### src/rtl/bus_select_arbiter.sv
// Round-robin arbiter for a 4-source tri-state bus with parked turnaround.
// Define BUS_ARB_HOLD_LIMIT_EN to enable the MAX_HOLD tenure limit and timeout.
module bus_select_arbiter #(
    parameter int MAX_HOLD    = 16,
    parameter int TURN_CYCLES = 1
) (
    input  logic       clk,
    input  logic       rst_n,
    input  logic [3:0] req,
    output logic [3:0] gnt,
    output logic [1:2] s,
    output logic       enable,
    output logic       timeout
);
    typedef enum logic [1:0] {
        IDLE,
        GRANT,
        TURN
    } state_t;

    localparam logic [3:0] TURN_LAST = 4'(TURN_CYCLES - 1);

    state_t     state;
    logic [1:0] ptr;
    logic [3:0] turn_cnt;
    logic       pick_vld;
    logic [1:0] pick;
    logic       owner_req;
    logic       hold_done;
    logic       arb_now;

    // Descending scan so the index nearest ptr is the one left standing.
    always_comb begin
        pick_vld = 1'b0;
        pick     = 2'd0;
        for (int j = 3; j >= 0; j--) begin
            if (req[ptr + 2'(j)]) begin
                pick_vld = 1'b1;
                pick     = ptr + 2'(j);
            end
        end
    end

    assign owner_req = req[s];

    always_comb begin
        arb_now = 1'b0;
        if (pick_vld) begin
            arb_now = (state == IDLE) ||
                      ((state == TURN) && (turn_cnt == TURN_LAST));
        end
    end

`ifdef BUS_ARB_HOLD_LIMIT_EN
    localparam logic [7:0] HOLD_LAST = 8'(MAX_HOLD - 1);
    localparam logic [7:0] HOLD_PRE  = 8'(MAX_HOLD - 2);

    logic [7:0] hold_cnt;

    assign hold_done = (hold_cnt == HOLD_LAST);

    // Timeout is raised one edge early so it lines up with the last grant cycle.
    always_ff @(posedge clk) begin
        if (!rst_n) begin
            hold_cnt <= 8'd0;
            timeout  <= 1'b0;
        end else begin
            timeout <= 1'b0;
            if (state != GRANT) begin
                hold_cnt <= 8'd0;
            end else if (owner_req && !hold_done) begin
                if (hold_cnt != 8'hFF) begin
                    hold_cnt <= hold_cnt + 8'd1;
                end
                timeout <= (hold_cnt == HOLD_PRE);
            end
        end
    end
`else
    assign hold_done = 1'b0;
    assign timeout   = 1'b0;
`endif

    always_ff @(posedge clk) begin
        if (!rst_n) begin
            state    <= IDLE;
            gnt      <= 4'd0;
            s        <= 2'd0;
            enable   <= 1'b0;
            ptr      <= 2'd0;
            turn_cnt <= 4'd0;
        end else if (arb_now) begin
            state  <= GRANT;
            gnt    <= 4'b0001 << pick;
            s      <= pick;
            enable <= 1'b1;
            ptr    <= pick + 2'd1;
        end else begin
            unique case (state)
                IDLE: begin
                    state <= IDLE;
                end
                GRANT: begin
                    if (!owner_req || hold_done) begin
                        state    <= TURN;
                        gnt      <= 4'd0;
                        enable   <= 1'b0;
                        turn_cnt <= 4'd0;
                    end
                end
                TURN: begin
                    if (turn_cnt == TURN_LAST) begin
                        state <= IDLE;
                    end else begin
                        turn_cnt <= turn_cnt + 4'd1;
                    end
                end
                default: begin
                    state <= IDLE;
                end
            endcase
        end
    end
endmodule
### config.mk
export PLATFORM = sky130hd
export DESIGN_NAME = bus_select_arbiter
export DESIGN_NICKNAME = d
export VERILOG_FILES = /design/src/rtl/bus_select_arbiter.sv
export SDC_FILE = /design/constraint.sdc
export NUM_CORES = 1
export LEC_CHECK = 0
export CAP_MARGIN = 20
export CORE_UTILIZATION = 45
export DETAILED_ROUTE_END_ITERATION = 6
export PLACE_DENSITY_LB_ADDON = 0.08
export SLEW_MARGIN = 20
export SYNTH_ARGS = -nofsm -noshare
export SYNTH_HDL_FRONTEND = slang
export SYNTH_SLANG_ARGS = --single-unit
### constraint.sdc
create_clock -name clk -period 1.7 [get_ports clk]
set_input_delay 0.425 -clock clk [delete_from_list [all_inputs] [get_ports clk]]
set_output_delay 0.425 -clock clk [all_outputs]
set_load 0.005 [all_outputs]
==> qor.yml <==
run_status:
  status: "complete, but fails checks"
  violations_in_the_final_reports: "setup timing"
grt:
  wire_length_of_the_first_global_routing_pass_um: 2650
  grt_start_max_net_pins: 17
  groute.usage.overall_pct: 18.0
worst_setup_path:
  depth_of_the_worst_register_to_register_path: 4
  r2r_setup_slack_ns: -0.09
  critPathRequiredTime_ns: 1.87
  timing.critical_path.from: "s[2]"
  crit_fanout: 4
  critPathCaptureType: "register"
  worstReg2RegEnd: "turn_cnt[2]"
floorplanning:
  chipArea_um2: 1990
  die_height_um: 44.6
  floorplanUtilization_pct: 47.8
  fp-row-count: 15
  die_width_um: 44.6
yosys:
  syn-num-nets: 106
  yosys_warning_tally: 0
  synth.cellmix.compoundShare_pct: 18.7
  synth.area.mux_share_pct: 5.37
  synth.cellmix.xorXnorShare_pct: 1.07
  synth_largest_type_area_fraction_pct: 36.8
  yosysChipArea_um2: 816
  edf_count: 0
  common_cells: "sky130_fd_sc_hd__dfxtp_1, sky130_fd_sc_hd__nand2_1, sky130_fd_sc_hd__nand3_1"
  area_leaders: "sky130_fd_sc_hd__dfxtp_1, sky130_fd_sc_hd__ha_1, sky130_fd_sc_hd__nand3_1, sky130_fd_sc_hd__nand2_1, sky130_fd_sc_hd__o21ai_0"
  synthDominantAreaCellType: "sky130_fd_sc_hd__dfxtp_1"
sta:
  final_critical_path_setup_slack_ns: -0.0890
  maxSlewViolCount: 0
  finalCriticalPeriod_ns: 1.79
  hold_ws_ns: 0.457
  final.period_utilization_pct: 105
  report.final.setup_viol: 3
pwr:
  p_total_mw: 0.843
  p_leak_nw: 0.472
  pwr-share-clk_pct: 24.3
  p_int_mw: 0.599
finish:
  antennaDiodeCount: 0
  stdcell_count: 144
  final_layout_size_suffix_gt1_share_pct: 27.7
  filler_cell_count: 155
route:
  ant_nets: 0
cts:
  cts_tree: "done"
  buffer_type_at_the_clock_tree_root: "sky130_fd_sc_hd__clkbuf_4"
  cts_hold_buffers: 0
  clkSlewWorstSetupHoldPaths_ns: 0.09
  tritoncts.num_buffers: 3
min_path:
  whs_path_depth: 2
  hold_start: "gnt[2]"
place:
  place.detailed.hpwl_um: 1270
  placement.io_buffers: 12
  place_congestion: 0.776
job:
  warnings: 33
  max_cap_violations: 0
==> routing by layer <==
metal / vias to the layer above / track usage (%) / wire length, µm
li1: 380 / - / -
met1: 344 / 22.4 / 771
met2: 4 / 31.2 / 878
met3: 2 / 2.45 / 25
met4: 0 / 7.27 / 6
met5: - / 0 / 0
==> power by group through the flow <==
stage	logic [mW]	clock network [mW]	registers (mW)
floorplan	0.113	0	0.403
global placement	0.218	0	0.404
detailed placement	0.219	0	0.404
CTS	0.225	0.211	0.397
global route	0.266	0.230	0.401
finish	0.241	0.205	0.397
==> placed cells by master (no fill, tap or decap), types with 2 or more instances in the layout <==
cell	count
sky130_fd_sc_hd__a21boi_0	3
sky130_fd_sc_hd__a21oi_1	4
sky130_fd_sc_hd__buf_4	14
sky130_fd_sc_hd__clkbuf_4	3
sky130_fd_sc_hd__clkdlybuf4s50_1	7
sky130_fd_sc_hd__dfxtp_1	13
sky130_fd_sc_hd__dfxtp_2	2
sky130_fd_sc_hd__dlygate4sd2_1	3
sky130_fd_sc_hd__ha_1	6
sky130_fd_sc_hd__inv_1	6
sky130_fd_sc_hd__nand2_1	10
sky130_fd_sc_hd__nand3_1	9
sky130_fd_sc_hd__nor2_1	2
sky130_fd_sc_hd__nor2b_1	2
sky130_fd_sc_hd__nor3b_1	2
sky130_fd_sc_hd__o21ai_0	3
sky130_fd_sc_hd__o21ai_1	3
sky130_fd_sc_hd__or3_4	2
==> final cells by class <==
type	instances	area, µm²	area share [%]
multi-input combinational	67	492	44.5
clock buffer	3	22.5	2.04
tap	25	31.3	2.83
inverter	7	28.8	2.60
sequential	15	303	27.4
clock inverter	1	5.00	0.452
timing repair buffer	26	224	20.2
==> timing repair <==
item | 4_1_cts | 5_1_grt
endpoints found under the setup margin | 15 | 15
setup buffers | 0 | 2
resized | 10 | 11
pin swaps | 3 | 2
### The clock network

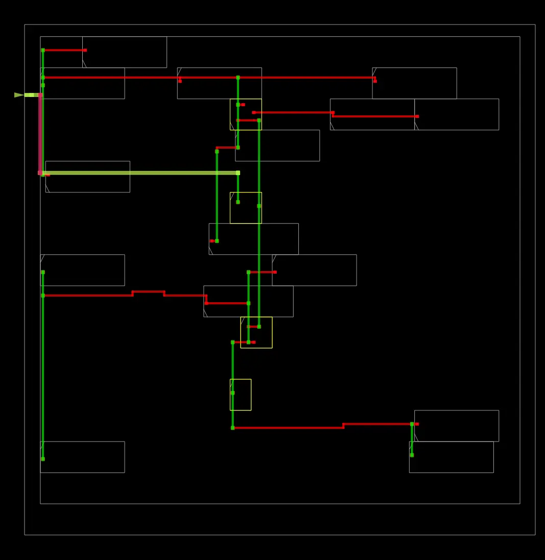
total clock sinks: 15
sequential cell count of the final layout: 15
Worst-Skew Late Latency: 0.28 ns
CLK BUF: 3

### Signal wires by layer

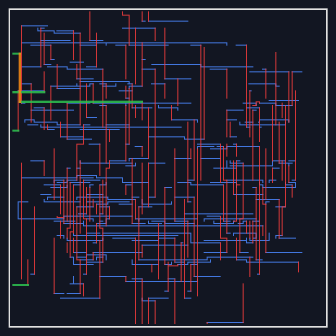
metal 2 -> red  # wire length 878 µm
metal 1 -> blue  # wire length 772 µm
metal 4 -> orange  # wire length 6.80 µm
metal 3 -> green  # wire length 25.3 µm

### Logic cells by family

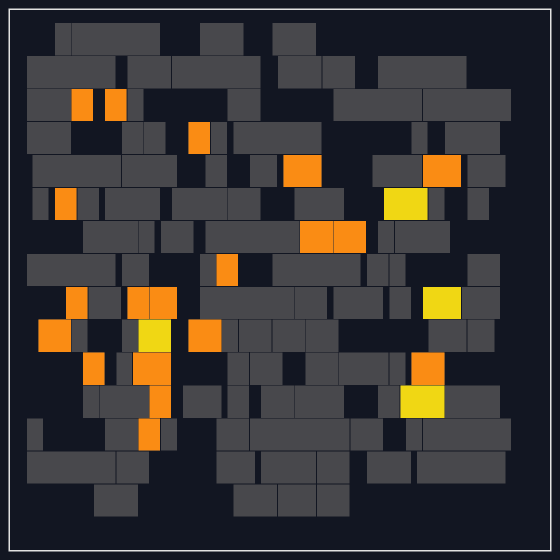
AND-OR and OR-AND gates -> yellow  # cells 4
inverting AOI/OAI gates -> orange  # cells 19

Power is estimated from default activity; no workload was simulated.
